===== src/rtl/mem_defs_pkg.sv =====
// Shared types and helpers for the load/store queue ID allocator.
// Queue depths here size the ID and pointer types used at the ports.
package mem_defs_pkg;

    localparam int LDQ_NUM_ENTRIES = 4;
    localparam int STQ_NUM_ENTRIES = 4;

    localparam int LDQ_IDX_W = $clog2(LDQ_NUM_ENTRIES);
    localparam int STQ_IDX_W = $clog2(STQ_NUM_ENTRIES);

    typedef logic [LDQ_IDX_W-1:0] t_ldq_id;
    typedef logic [STQ_IDX_W-1:0] t_stq_id;

    typedef struct packed {
        logic    wrap;
        t_ldq_id id;
    } t_ldq_ptr;

    typedef struct packed {
        logic    wrap;
        t_stq_id id;
    } t_stq_ptr;

    typedef struct packed {
        logic valid;
    } t_nuke_pkt;

    // Occupancy of a ring whose pointers are idx_w+1 bits wide.
    function automatic logic [31:0] ptr_count(
        input logic [31:0] head,
        input logic [31:0] tail,
        input int unsigned idx_w
    );
        logic [31:0] mask;
        mask = (32'd1 << (idx_w + 1)) - 32'd1;
        return (tail - head) & mask;
    endfunction

endpackage


===== src/rtl/memq_id_ring.sv =====
// One in-order ID ring: head/tail pointers with a wrap bit.
// Allocation advances the tail, retirement the head, flush rewinds the tail.
module memq_id_ring
    import mem_defs_pkg::*;
#(
    parameter int N = 4
) (
    input  logic                 clk,
    input  logic                 reset,
    input  logic                 alloc,
    input  logic                 retire,
    input  logic                 flush,
    output logic [$clog2(N)-1:0] tail_idx,
    output logic [$clog2(N):0]   count,
    output logic                 full
);

    localparam int W = $clog2(N);

    logic [W:0] head_q, head_d;
    logic [W:0] tail_q, tail_d;
    logic       empty;

    always_comb begin
        head_d = head_q + {{W{1'b0}}, retire};
        tail_d = tail_q + {{W{1'b0}}, alloc};
        // Flush keeps only what survives this cycle's retires.
        if (flush) begin
            tail_d = head_d;
        end
    end

    always_ff @(posedge clk) begin
        if (!reset) begin
            head_q <= '0;
            tail_q <= '0;
        end else begin
            head_q <= head_d;
            tail_q <= tail_d;
        end
    end

    always_comb begin
        empty    = (head_q == tail_q);
        full     = (head_q[W-1:0] == tail_q[W-1:0])
                 & (head_q[W] != tail_q[W]);
        tail_idx = tail_q[W-1:0];
        count    = (W+1)'(ptr_count(32'(head_q), 32'(tail_q), W));
    end

    always_ff @(posedge clk) begin
        if (reset) begin
            assert (!(retire && empty))
            else $error("memq_id_ring: retire on empty ring");
        end
    end

endmodule


===== src/rtl/memq_id_alloc.sv =====
// Rename-stage LDQ/STQ ID allocator with youngest-older-store tagging.
// MEMQ_ALLOC_HWM_EN adds occupancy high-water-mark outputs.
module memq_id_alloc
    import mem_defs_pkg::*;
#(
    parameter int LDQ_N = LDQ_NUM_ENTRIES,
    parameter int STQ_N = STQ_NUM_ENTRIES
) (
    input  logic            clk,
    input  logic            reset,
    input  t_nuke_pkt       nuke_rb1,
    input  logic            alloc_rn0,
    input  logic            alloc_ld_rn0,
    input  logic            alloc_st_rn0,
    output logic            alloc_gnt_rn0,
    output t_ldq_id         ldqid_rn0,
    output t_stq_id         stqid_rn0,
    input  logic            ret_ld_rb0,
    input  logic            ret_st_rb0,
    output logic            ldq_full,
    output logic            stq_full,
`ifdef MEMQ_ALLOC_HWM_EN
    output logic [LDQ_IDX_W:0] ldq_hwm,
    output logic [STQ_IDX_W:0] stq_hwm,
`endif
    output logic            idle
);

    if (LDQ_N != LDQ_NUM_ENTRIES || STQ_N != STQ_NUM_ENTRIES) begin : g_bad_cfg
        $error("memq_id_alloc: depths must match mem_defs_pkg");
    end

    logic               gnt;
    logic               ld_alloc;
    logic               st_alloc;
    logic               ldq_full_r;
    logic               stq_full_r;
    t_ldq_id            ldq_tail;
    t_stq_id            stq_tail;
    logic [LDQ_IDX_W:0] ldq_cnt;
    logic [STQ_IDX_W:0] stq_cnt;

    always_comb begin
        gnt = reset & alloc_rn0 & ~nuke_rb1.valid
            & ~(alloc_ld_rn0 & ldq_full_r)
            & ~(alloc_st_rn0 & stq_full_r);
        ld_alloc = gnt & alloc_ld_rn0;
        st_alloc = gnt & alloc_st_rn0;
    end

    memq_id_ring #(.N(LDQ_N)) u_ldq (
        .clk      (clk),
        .reset    (reset),
        .alloc    (ld_alloc),
        .retire   (ret_ld_rb0),
        .flush    (nuke_rb1.valid),
        .tail_idx (ldq_tail),
        .count    (ldq_cnt),
        .full     (ldq_full_r)
    );

    memq_id_ring #(.N(STQ_N)) u_stq (
        .clk      (clk),
        .reset    (reset),
        .alloc    (st_alloc),
        .retire   (ret_st_rb0),
        .flush    (nuke_rb1.valid),
        .tail_idx (stq_tail),
        .count    (stq_cnt),
        .full     (stq_full_r)
    );

    // Ring state is masked while reset is held so outputs read as empty.
    always_comb begin
        alloc_gnt_rn0 = gnt;
        ldqid_rn0     = reset ? ldq_tail : '0;
        stqid_rn0     = reset ? stq_tail : '0;
        if (alloc_ld_rn0) begin
            stqid_rn0 = stqid_rn0 - STQ_IDX_W'(1);
        end
        ldq_full = reset & ldq_full_r;
        stq_full = reset & stq_full_r;
        idle     = ~reset | ((ldq_cnt == '0) & (stq_cnt == '0));
    end

`ifdef MEMQ_ALLOC_HWM_EN
    logic [LDQ_IDX_W:0] ldq_hwm_q, ldq_hwm_d;
    logic [STQ_IDX_W:0] stq_hwm_q, stq_hwm_d;

    always_comb begin
        ldq_hwm_d = (ldq_cnt > ldq_hwm_q) ? ldq_cnt : ldq_hwm_q;
        stq_hwm_d = (stq_cnt > stq_hwm_q) ? stq_cnt : stq_hwm_q;
    end

    always_ff @(posedge clk) begin
        if (!reset) begin
            ldq_hwm_q <= '0;
            stq_hwm_q <= '0;
        end else begin
            ldq_hwm_q <= ldq_hwm_d;
            stq_hwm_q <= stq_hwm_d;
        end
    end

    assign ldq_hwm = ldq_hwm_q;
    assign stq_hwm = stq_hwm_q;
`endif

endmodule


===== config.mk =====
export PLATFORM = sky130hd
export DESIGN_NAME = memq_id_alloc
export DESIGN_NICKNAME = d
export VERILOG_FILES = /design/src/rtl/mem_defs_pkg.sv /design/src/rtl/memq_id_ring.sv /design/src/rtl/memq_id_alloc.sv
export SDC_FILE = /design/constraint.sdc
export NUM_CORES = 1
export LEC_CHECK = 0
export CORE_ASPECT_RATIO = 1.25
export CORE_MARGIN = 2
export CORE_UTILIZATION = 35
export CTS_CLUSTER_DIAMETER = 80
export DETAILED_ROUTE_END_ITERATION = 6
export SYNTH_ARGS = -nofsm -noshare
export SYNTH_HDL_FRONTEND = slang
export SYNTH_SLANG_ARGS = --single-unit

===== constraint.sdc =====
create_clock -name clk -period 3.2 [get_ports clk]
set_input_delay 0.64 -clock clk [delete_from_list [all_inputs] [get_ports clk]]
set_output_delay 0.64 -clock clk [all_outputs]
set_load 0.02 [all_outputs]

==> images/cell_classes.png <==
Scale: 4 px per um.
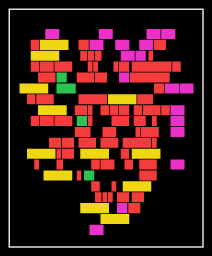
[clock drivers and dummy loads] green | cells: 4
[flip-flops] yellow | cells: 12
[all other logic] red | cells: 69
[other buffers and delay cells] magenta | cells: 18
Final Cell Area: 0.00108 sq mm
core area: 0.00226 sq mm
# rows: 19

==> impl_metrics.csv <==
group,metric,value,unit
yosys,synth.distinct_cells,24,
pwr,power.group.top,"sequential cells",
global_route,grt-busiest-layer,"met2",
layout,clkbuf_count,4,
layout,buffer_area_share,16.0,%
placed_design,dp_cells,130,
pwr,total_power,0.410,mW
critical_path,r2r_slack,1170,ps
timing,fin_tns_setup,0,ps
cts,clock-sinks,12,
placed_design,dpl-instance-area,0.00104,sq mm
yosys,synth_area,848,sq um
critical_path,worstSetupEndpoint,"idle",
layout,antenna-diode-count,0,
floorplan,n_tap_cell,31,
global_route,gr-usage-all-layers,13.3,%
layout,fin_util,47.6,%
layout,comb_share,51.2,%
run_status,outcome,"finished clean",
critical_path,r2r_end,"u_ldq.tail_q[2]",
layout,area_dominant_class,"multi-input combinational cells",
pwr,internal_power,0.290,mW
layout,signal_buffers,18,
pwr,powerDensity,381,mW/mm^2
layout,drive_gt1_share,11.7,%
yosys,compound_area_share,11.4,%
layout,logic_gates,59,
cts,max-clock-path-buffers,2,
critical_path,startpoint,"u_stq.tail_q[0]",
placed_design,place_ws,257,ps
worst_hold_path,hold_path.class,"reg2reg",
yosys,syn_inst,84,
run,cap_violations,0,
detailed_routing,wl_met1,673,um
yosys,synth-edff-count,0,
timing,min_period,3020,ps
worst_hold_path,min_delay_worst_endpoint,"u_stq.head_q[2]",
detailed_routing,drt_first_pass_iters,3,
detailed_routing,wire_per_inst,11.0,um
detailed_routing,ant_nets,0,
pwr,p_leak,0.512,nW
placed_design,dp_hpwl,1260,um
timing,clock_skew,2.41,ps
critical_path,crit_type,"reg2out",
floorplan,fp_util,37.6,%
detailed_routing,drt_iter0_markers,4,
critical_path,critPathTopFamily,"buffers and inverters",
global_route,globalRouteOverflowTotal,0,
pwr,sw_frac_of_total,29.2,%
layout,mostFrequentLayoutCells,"clkdlybuf4s50_1 (15), ha_1 (12), dfxtp_1 (12), inv_1 (10), xor2_1 (8)",
timing,finalSetupViolations,0,
pwr,power_clock,0.122,mW
cts,post_cts_buffers,0,
layout,seq-cell-share,22.3,%
layout,seqCellArea,240,sq um
critical_path,cp_num_cells,6,
cts,cts_tree,"built",
==> images/density.png <==
Scale: 6 px per um. The die is cut into 10 by 12 equal tiles; black is low, pale yellow is high, 0 to 100% covered.
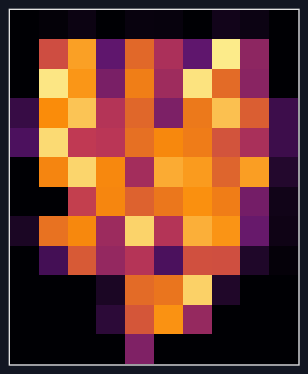
emptiest ninth of the die: south-west
nearly empty tiles: 28%
mean over tiles: 37%
fullest tile: 96%
densest ninth of the die: centre
tiles over 75% full: 16%

Power figures rest on the tool's default switching activity, not on a simulated workload.
